Fig. 1: sizing map
(6 px per um)
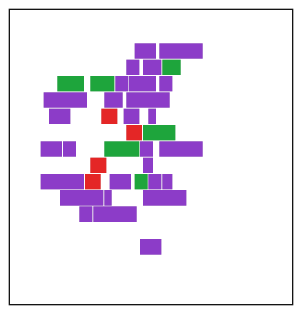
Fig. 2: wiring heat map
(8 px per um) 9 x 10 tiles, from dark purple (low) to yellow (high), scaled to the fullest tile. Values are wire area over tile area, all layers added.
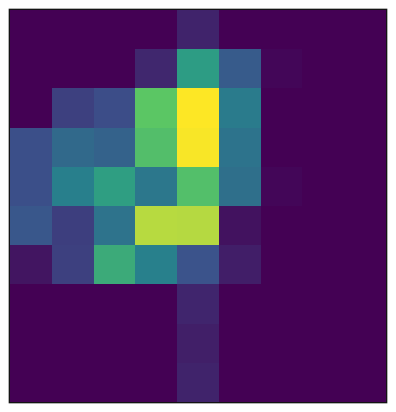
Fig. 3: M1 wires
(8 px per um) Supply wires on this layer in grey.
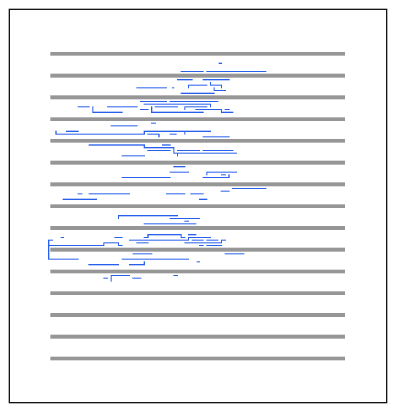
Fig. 4: placed cells, one colour a class
(10 px per um)
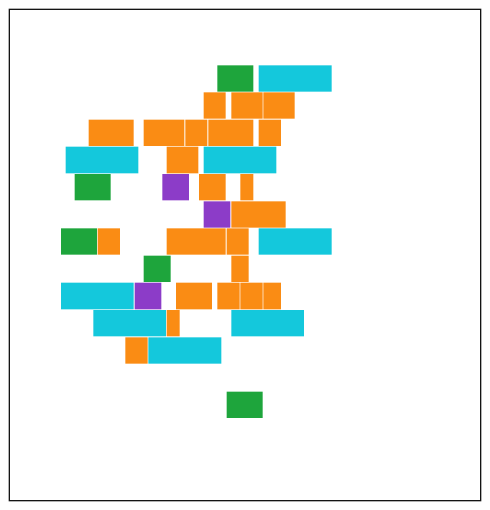
### config.mk
export PLATFORM = sky130hd
export DESIGN_NAME = input_debouncer
export DESIGN_NICKNAME = d
export VERILOG_FILES = /design/src/rtl/input_debouncer.sv
export SDC_FILE = /design/constraint.sdc
export NUM_CORES = 1
export LEC_CHECK = 0
export ABC_CLOCK_PERIOD_IN_PS = 2180
export CAP_MARGIN = 20
export CORE_AREA = 5 5 42 44
export CTS_CLUSTER_DIAMETER = 120
export DETAILED_ROUTE_END_ITERATION = 8
export DIE_AREA = 0 0 47 49
export SYNTH_ARGS = -nofsm -noshare
export SYNTH_HDL_FRONTEND = slang
export SYNTH_SLANG_ARGS = --single-unit
### constraint.sdc
create_clock -name Clk -period 2.18 [get_ports Clk]
set_input_delay 0.654 -clock Clk [delete_from_list [all_inputs] [get_ports Clk]]
set_output_delay 0.654 -clock Clk [all_outputs]
set_load 0.02 [all_outputs]
### src/rtl/input_debouncer.sv
`default_nettype none
// ============================================================================
// Module   : input_debouncer
// Purpose  : Synchronizes a raw asynchronous level and debounces it into a
//            clean registered level. Optional glitch counter is enabled by
//            defining INPUT_DEBOUNCER_GLITCH_CNT_EN.
// Revision : 1.0  initial release
// ============================================================================
module input_debouncer #(
    parameter int SYNC_STAGES     = 2,
    parameter int DEBOUNCE_CYCLES = 4,
    parameter int GLITCH_W        = 8
) (
    input  logic                Clk,
    input  logic                Rst,
    input  logic                A_Raw,
    output logic                A_Clean,
    output logic                Busy
`ifdef INPUT_DEBOUNCER_GLITCH_CNT_EN
    ,
    input  logic                Glitch_Clr,
    output logic [GLITCH_W-1:0] Glitch_Cnt
`endif
);

    localparam int c_cnt_w = $clog2(DEBOUNCE_CYCLES + 1);
    localparam logic [c_cnt_w-1:0] c_cnt_one  = c_cnt_w'(1);
    localparam logic [c_cnt_w-1:0] c_cnt_last = c_cnt_w'(DEBOUNCE_CYCLES - 1);

    localparam logic [1:0] c_st_stable_low  = 2'd0;
    localparam logic [1:0] c_st_check_high  = 2'd1;
    localparam logic [1:0] c_st_stable_high = 2'd2;
    localparam logic [1:0] c_st_check_low   = 2'd3;

    generate
        if (SYNC_STAGES < 2 || DEBOUNCE_CYCLES < 1 || GLITCH_W < 1) begin : g_bad_param
            $error("input_debouncer: illegal parameter value");
        end
    endgenerate

    logic [SYNC_STAGES-1:0] r_sync;
    logic                   w_s;
    logic [1:0]             r_state;
    logic [c_cnt_w-1:0]     r_cnt;
    logic                   r_clean;

    // Plain flop chain: nothing may sit between stages of the synchronizer.
    always_ff @(posedge Clk) begin
        if (Rst) begin
            r_sync <= '0;
        end else begin
            r_sync <= {r_sync[SYNC_STAGES-2:0], A_Raw};
        end
    end

    assign w_s = r_sync[SYNC_STAGES-1];

    always_ff @(posedge Clk) begin
        if (Rst) begin
            r_state <= c_st_stable_low;
            r_cnt   <= '0;
            r_clean <= 1'b0;
        end else begin
            case (r_state)
                c_st_stable_low: begin
                    if (w_s) begin
                        if (DEBOUNCE_CYCLES == 1) begin
                            r_state <= c_st_stable_high;
                            r_clean <= 1'b1;
                        end else begin
                            r_state <= c_st_check_high;
                            r_cnt   <= c_cnt_one;
                        end
                    end
                end
                c_st_check_high: begin
                    if (!w_s) begin
                        r_state <= c_st_stable_low;
                        r_cnt   <= '0;
                    end else if (r_cnt == c_cnt_last) begin
                        r_state <= c_st_stable_high;
                        r_cnt   <= '0;
                        r_clean <= 1'b1;
                    end else begin
                        r_cnt <= r_cnt + c_cnt_one;
                    end
                end
                c_st_stable_high: begin
                    if (!w_s) begin
                        if (DEBOUNCE_CYCLES == 1) begin
                            r_state <= c_st_stable_low;
                            r_clean <= 1'b0;
                        end else begin
                            r_state <= c_st_check_low;
                            r_cnt   <= c_cnt_one;
                        end
                    end
                end
                c_st_check_low: begin
                    if (w_s) begin
                        r_state <= c_st_stable_high;
                        r_cnt   <= '0;
                    end else if (r_cnt == c_cnt_last) begin
                        r_state <= c_st_stable_low;
                        r_cnt   <= '0;
                        r_clean <= 1'b0;
                    end else begin
                        r_cnt <= r_cnt + c_cnt_one;
                    end
                end
                default: begin
                    r_state <= c_st_stable_low;
                    r_cnt   <= '0;
                    r_clean <= 1'b0;
                end
            endcase
        end
    end

    assign A_Clean = r_clean;
    assign Busy    = (r_state == c_st_check_high) || (r_state == c_st_check_low);

`ifdef INPUT_DEBOUNCER_GLITCH_CNT_EN
    logic                w_abort;
    logic [GLITCH_W-1:0] r_glitch_cnt;

    assign w_abort = ((r_state == c_st_check_high) && !w_s) ||
                     ((r_state == c_st_check_low)  &&  w_s);

    // Clear outranks a simultaneous abort; count saturates at all-ones.
    always_ff @(posedge Clk) begin
        if (Rst || Glitch_Clr) begin
            r_glitch_cnt <= '0;
        end else if (w_abort && (r_glitch_cnt != '1)) begin
            r_glitch_cnt <= r_glitch_cnt + 1'b1;
        end
    end

    assign Glitch_Cnt = r_glitch_cnt;
`endif

endmodule
`default_nettype wire

==> reports/qor.yml <==
clkbuf_count: 3
clock.latency.late_pin_ps: 250
die_height_um: 49
warnings: 26
cts_buffers: 3
fin_nets: 44
initCoreUtil: 0.2473
place_congestion: 0.6441
crit_required_ps: 1530
ys_area_um2: 346.6
ys_top_cells_by_area: "dfxtp_1 (46%), nand2b_1 (5.4%), xor2_2 (4.7%)"
num_io_pins: 5
status: "finished, final reports clean"
gr-usage-all-layers: 0.05587
cts_repair_resize_count: 0
final_util: 0.3063
seqPwrFrac: 0.527
yosys.cell_types.count: 20
skew_ps: 5.961
core_area_um2: 1401
logic_area_um2: 178.9
maxCapViolations: 0
About Fig. 1:
| colour | size | cells |
|---|---|---|
| red | x3 and x4 | 4 |
| green | x2 | 6 |
| purple | x1 and smaller | 28 |

About Fig. 2:
nearly empty tiles: 60%
tiles over half the peak: 11%
emptiest ninth of the die: bottom right
mean over tiles: 0.037

About Fig. 3:
main direction: horizontal
share of all routed wire: 48%

About Fig. 4:
| colour | class | cells | share of their area |
|---|---|---|---|
| orange | remaining logic cells | 22 | 44% |
| green | remaining buffers and delay cells | 5 | 12% |
| purple | clock-net drivers | 3 | 5.5% |
| cyan | sequential cells | 8 | 39% |

power groups by stage:
| stage | Clock, mW | Combinational (mW) | Sequential [mW] |
|---|---|---|---|
| 2_1_floorplan | 0 | 0.0153 | 0.165 |
| 3_3_place_gp | 0 | 0.0326 | 0.162 |
| 5_1_grt | 0.127 | 0.0351 | 0.159 |
| 4_1_cts | 0.114 | 0.0330 | 0.159 |
| 3_5_place_dp | 0 | 0.0327 | 0.162 |
| 6_report | 0.110 | 0.0325 | 0.159 |
stage by stage:
step,worst slack [ps],power (mW),hold slack (ps),instances
floorplan,882.0,0.1798,413.8,32
global placement,443.6,0.1943,425.5,51
detailed placement,429.3,0.1947,438.5,51
CTS,149.3,0.3060,451.3,54
global route,88.39,0.3218,457.2,54
finish,163.1,0.3009,442.7,54
cells by family after synthesis:
group / Yosys count / share of synthesized area
simple gates: 13 / 0.2564
fa+ha+maj: 1 / 0.03610
compound gates: 5 / 0.1155
mux: 2 / 0.06137
buf+inv: 2 / 0.02167
xor+xnor: 1 / 0.04694
flops: 8 / 0.4621
metal layers:
metal	wire (um)	vias up	global-route usage
li1	-	123	-
met1	265	110	0.06682
met2	257	3	0.07692
met3	26	0	0.03321
met4	0	0	0.02765
met5	0	-	0
worst paths after layout:
check                          startpoint                    end  depth (start not counted)
setup / recovery  r_state[0]$_SDFFE_PP0P_                   Busy                          1
hold reg to reg      r_sync[0]$_SDFF_PP0_   r_sync[1]$_SDFF_PP0_                          1
setup reg to reg     r_sync[1]$_SDFF_PP0_  r_cnt[2]$_SDFFE_PP0P_                          3
hold / removal       r_sync[0]$_SDFF_PP0_   r_sync[1]$_SDFF_PP0_                          1
Power and IR drop assume default switching activity.
